===== src/rtl/seq_match_window_if.sv =====
// seq_match_window_if
//   Bundles the sample input, the enable level and the valid/ready report
//   port of seq_match_window.
//   master : the statistics collector (drives report_valid and results)
//   slave  : the upstream/host side (drives match_in, enable, report_ready)
//   Signals:
//     match_in     recognizer match bit, sampled each edge while counting
//     enable       1 lets windows start/continue, 0 aborts or idles
//     report_valid a completed window's results are presented
//     report_ready host accepts the report when valid & ready
//     match_count  asserted-sample count of the last reported window
//     max_run      longest consecutive asserted run of that window
//     overflow     count or run saturated in that window
interface seq_match_window_if #(
    parameter int unsigned CW = 8
);
    logic          match_in;
    logic          enable;
    logic          report_valid;
    logic          report_ready;
    logic [CW-1:0] match_count;
    logic [CW-1:0] max_run;
    logic          overflow;

    modport master (
        input  match_in,
        input  enable,
        input  report_ready,
        output report_valid,
        output match_count,
        output max_run,
        output overflow
    );

    modport slave (
        output match_in,
        output enable,
        output report_ready,
        input  report_valid,
        input  match_count,
        input  max_run,
        input  overflow
    );
endinterface


===== src/rtl/seq_match_window.sv =====
// seq_match_window
//   Collects statistics on a one-bit match stream over fixed windows of
//   WINDOW samples: number of asserted samples and longest run of
//   consecutive asserted samples, both saturating at 2^CW-1. Each finished
//   window is offered on a valid/ready report port; results stay registered
//   until the next window completes.
//   Ports:
//     clock  rising-edge clock
//     reset  asynchronous, active-high; clears all state and outputs
//     bus    seq_match_window_if master modport (sample, enable, report)
module seq_match_window #(
    parameter int unsigned WINDOW = 16,
    parameter int unsigned CW     = 8
) (
    input  logic                   clock,
    input  logic                   reset,
    seq_match_window_if.master     bus
);

    localparam int unsigned   IW   = (WINDOW > 1) ? $clog2(WINDOW) : 1;
    localparam logic [IW-1:0] LAST = IW'(WINDOW - 1);
    localparam logic [CW-1:0] MAXV = '1;

    typedef enum logic [1:0] {
        IDLE,
        COUNT,
        REPORT
    } state_t;

    state_t        state_q, state_d;
    logic [IW-1:0] idx_q, idx_d;
    logic [CW-1:0] cnt_q, cnt_d;
    logic [CW-1:0] run_q, run_d;
    logic [CW-1:0] best_q, best_d;
    logic          ovf_q, ovf_d;

    logic [CW-1:0] res_cnt_q, res_cnt_d;
    logic [CW-1:0] res_run_q, res_run_d;
    logic          res_ovf_q, res_ovf_d;

    // Statistics as they would be after taking the current sample
    logic [CW-1:0] cnt_nxt;
    logic [CW-1:0] run_nxt;
    logic [CW-1:0] best_nxt;
    logic          ovf_nxt;
    logic          clear;

    always_ff @(posedge clock or posedge reset) begin
        if (reset) begin
            state_q   <= IDLE;
            idx_q     <= '0;
            cnt_q     <= '0;
            run_q     <= '0;
            best_q    <= '0;
            ovf_q     <= 1'b0;
            res_cnt_q <= '0;
            res_run_q <= '0;
            res_ovf_q <= 1'b0;
        end else begin
            state_q   <= state_d;
            idx_q     <= idx_d;
            cnt_q     <= cnt_d;
            run_q     <= run_d;
            best_q    <= best_d;
            ovf_q     <= ovf_d;
            res_cnt_q <= res_cnt_d;
            res_run_q <= res_run_d;
            res_ovf_q <= res_ovf_d;
        end
    end

    always_comb begin
        cnt_nxt = cnt_q;
        run_nxt = '0;
        ovf_nxt = ovf_q;
        if (bus.match_in) begin
            // An increment attempted at full scale is what flags overflow
            if (cnt_q == MAXV) begin
                ovf_nxt = 1'b1;
            end else begin
                cnt_nxt = cnt_q + 1'b1;
            end
            if (run_q == MAXV) begin
                ovf_nxt = 1'b1;
                run_nxt = run_q;
            end else begin
                run_nxt = run_q + 1'b1;
            end
        end
        best_nxt = (run_nxt > best_q) ? run_nxt : best_q;
    end

    always_comb begin
        state_d   = state_q;
        idx_d     = idx_q;
        cnt_d     = cnt_q;
        run_d     = run_q;
        best_d    = best_q;
        ovf_d     = ovf_q;
        res_cnt_d = res_cnt_q;
        res_run_d = res_run_q;
        res_ovf_d = res_ovf_q;
        clear     = 1'b0;

        unique case (state_q)
            IDLE: begin
                clear = 1'b1;
                if (bus.enable) begin
                    state_d = COUNT;
                end
            end
            COUNT: begin
                if (!bus.enable) begin
                    clear   = 1'b1;
                    state_d = IDLE;
                end else if (idx_q == LAST) begin
                    // Final sample goes straight into the result registers
                    res_cnt_d = cnt_nxt;
                    res_run_d = best_nxt;
                    res_ovf_d = ovf_nxt;
                    clear     = 1'b1;
                    state_d   = REPORT;
                end else begin
                    idx_d  = idx_q + 1'b1;
                    cnt_d  = cnt_nxt;
                    run_d  = run_nxt;
                    best_d = best_nxt;
                    ovf_d  = ovf_nxt;
                end
            end
            REPORT: begin
                clear = 1'b1;
                if (bus.report_ready) begin
                    state_d = bus.enable ? COUNT : IDLE;
                end
            end
            default: begin
                clear   = 1'b1;
                state_d = IDLE;
            end
        endcase

        if (clear) begin
            idx_d  = '0;
            cnt_d  = '0;
            run_d  = '0;
            best_d = '0;
            ovf_d  = 1'b0;
        end
    end

    assign bus.report_valid = (state_q == REPORT);
    assign bus.match_count  = res_cnt_q;
    assign bus.max_run      = res_run_q;
    assign bus.overflow     = res_ovf_q;

endmodule


===== src/flat_wrapper.sv =====
// flat-port wrapper written by rule: the top's interface ports become plain ports
module seq_match_window_flat 
#(
    parameter int unsigned WINDOW = 16,
    parameter int unsigned CW     = 8
)
  (clock, reset, bus_match_in, bus_enable, bus_report_ready, bus_report_valid, bus_match_count, bus_max_run, bus_overflow);
  seq_match_window_if #(.CW(CW)) bus_i ();
  input  logic clock;
  input  logic reset;
  input wire logic [$bits(bus_i.match_in)-1:0] bus_match_in;
  input wire logic [$bits(bus_i.enable)-1:0] bus_enable;
  input wire logic [$bits(bus_i.report_ready)-1:0] bus_report_ready;
  output wire logic [$bits(bus_i.report_valid)-1:0] bus_report_valid;
  output wire logic [$bits(bus_i.match_count)-1:0] bus_match_count;
  output wire logic [$bits(bus_i.max_run)-1:0] bus_max_run;
  output wire logic [$bits(bus_i.overflow)-1:0] bus_overflow;
  assign bus_i.match_in = bus_match_in;
  assign bus_i.enable = bus_enable;
  assign bus_i.report_ready = bus_report_ready;
  assign bus_report_valid = bus_i.report_valid;
  assign bus_match_count = bus_i.match_count;
  assign bus_max_run = bus_i.max_run;
  assign bus_overflow = bus_i.overflow;
  seq_match_window #(.WINDOW(WINDOW), .CW(CW)) u_core (.clock(clock), .reset(reset), .bus(bus_i));
endmodule

===== config.mk =====
export PLATFORM = sky130hd
export DESIGN_NAME = seq_match_window_flat
export DESIGN_NICKNAME = d
export VERILOG_FILES = /design/src/rtl/seq_match_window_if.sv /design/src/rtl/seq_match_window.sv /design/src/flat_wrapper.sv
export SDC_FILE = /design/constraint.sdc
export NUM_CORES = 1
export LEC_CHECK = 0
export ABC_AREA = 1
export CORE_ASPECT_RATIO = 0.9
export CORE_UTILIZATION = 30
export CTS_BUF_LIST = sky130_fd_sc_hd__clkbuf_16
export DETAILED_ROUTE_END_ITERATION = 10
export GPL_TIMING_DRIVEN = 0
export SLEW_MARGIN = 40
export SYNTH_ARGS = -nofsm -noshare
export SYNTH_HDL_FRONTEND = slang
export SYNTH_SLANG_ARGS = --single-unit

===== constraint.sdc =====
create_clock -name clock -period 2.1 [get_ports clock]
set_input_delay 0.21 -clock clock [delete_from_list [all_inputs] [get_ports clock]]
set_output_delay 0.21 -clock clock [all_outputs]
set_load 0.02 [all_outputs]

### Routing congestion map

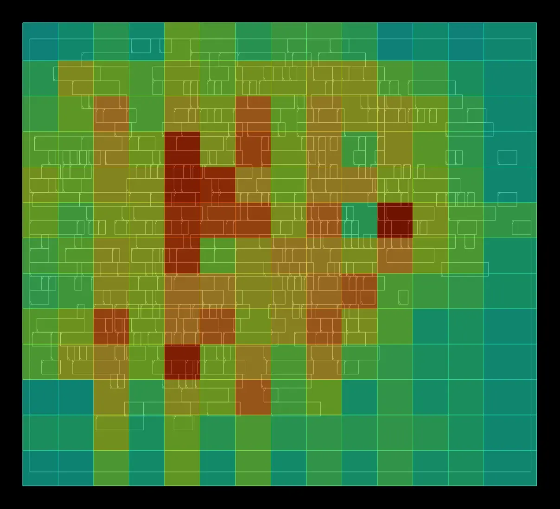
met3 Use GR: 2.80%
busiest grt layer: met2
Finished Core Util: 43.8%
WL/cell: 13.0 um

### I/O pins on the die edge

Drawn at 4 px/um. Pins as bars across the die edge, other pins in grey.
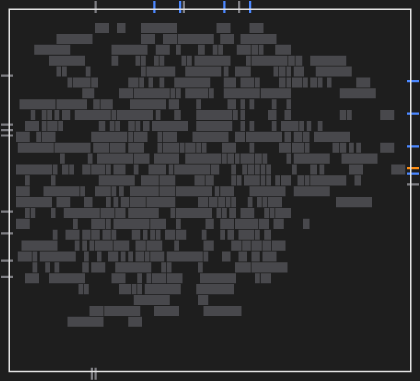
| port | colour | pins | direction | edge |
|---|---|---|---|---|
| bus_overflow | orange | 1 | output | right |
| bus_match_count | blue | 8 | output | 4 right, 4 top |
all pins by edge: 8 left, 7 top, 6 right, 2 bottom

==> reports/qor.yml <==
outcome: "finished, violations left"
violations: "setup timing"
top_cells_by_count: "nand2_1, dfrtp_1, inv_1, nor2_1, nand3_1"
ff_type: "dfrtp_1"
num_io_pins: 23
track_usage_pct: 14.5
compound_area_share_pct: 3.86
p_per_area_nw_per_um2: 759
p_leak_nw: 1.71
timing.final.ws_setup_ns: -0.202
synthSimpleGateAreaFrac_pct: 33.7
chipArea_um2: 9020
critPathSlowestCell: "dfrtp_2"
num_antenna_cells: 0
critPathArrivalTime_ns: 2.48
seqPwrFrac_pct: 36.2
edf_count: 0
clk_path_buf_depth: 2
core_um2: 8220
pre_cts_slack_ns: -0.295
topCombFamilyByArea: "simple AND/OR/NAND/NOR gates"
yosys-stat-cells: 315
final.period_utilization_pct: 110
endpoint_kind: "flip-flop"
flop_area_um2: 1200
timing.fmax_mhz: 434
regToRegSetupSlack_ns: -0.20
cts_tree: "built"
synthesis.area_um2: 2590
setup_viol: 16
cp-startpoint: "u_core.run_q[0]"
ir_worst_vdd_uv: 409
avgViaCountPerCell: 4.52
die_w_um: 100
setup.worst_path.end: "u_core.bus.max_run[0]"
### Metal 2

Drawn at 4 px/um.
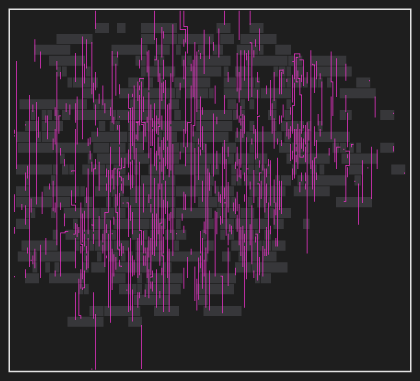
main direction: vertical
longest straight run: 43.2 um
share of all routed wire: 49%
nets with wire on the layer: 321

==> power by group through the flow <==
stage	clock network, mW	registers (mW)	logic [mW]
CTS	0.785	0.990	0.746
detailed placement	0	1.01	0.564
floorplan	0	1.02	0.412
finish	0.762	0.990	0.980
global placement	0	1.00	0.548
global route	0.821	0.994	1.07
==> area by class of cell <==
class,instances,share of cell area [%]
Tap cell,115,4.00
Multi-Input combinational cell,216,41.6
Buffer,8,1.29
Inverter,44,4.66
Sequential cell,48,33.4
Clock buffer,5,3.48
Timing Repair Buffer,43,11.3
Clock inverter,2,0.243
==> what timing repair did <==
item | in CTS | in global routing
buffers inserted | 15 | 6
setup endpoints to repair | 16 | 16
pin swaps | 15 | 29
resized | 41 | 32
gates cloned | 1 | 0
==> kinds of logic (layout without fill, tap and decap cells) <==
family	after synthesis	after routing
simple gates	179	180
xor+xnor	7	7
fa+ha+maj	11	11
buf+inv	52	102
flops	48	48
compound gates	18	18
==> metal layers <==
metal  part of all wire, %  global-route usage, %
met5                     0                      0
met4                  0.98                   4.23
met3                   3.3                   2.80
met2                    48                   23.2
met1                    47                   19.7
==> placed cells by master, fill, tap and decap left out, types with 2 or more instances in the layout <==
cell and n:
ha_4 6, clkbuf_16 5, nand3_1 13, nand2_8 2, nand2_2 20, nand3b_1 2, ha_1 5, clkdlybuf4s50_1 21
a21oi_2 2, nor2_1 39, xnor2_1 2, nand3_2 22, inv_2 10, buf_2 7, nand2_4 8, a21oi_1 2
dfrtp_2 2, o21ai_0 2, nand2_1 63, nand4_4 2, nor2_4 5, buf_4 16, o31ai_1 2, dfrtp_1 46
buf_6 6, xor2_1 3, nand3_4 2, o21ai_1 8, inv_1 34
Power and IR drop assume default switching activity.
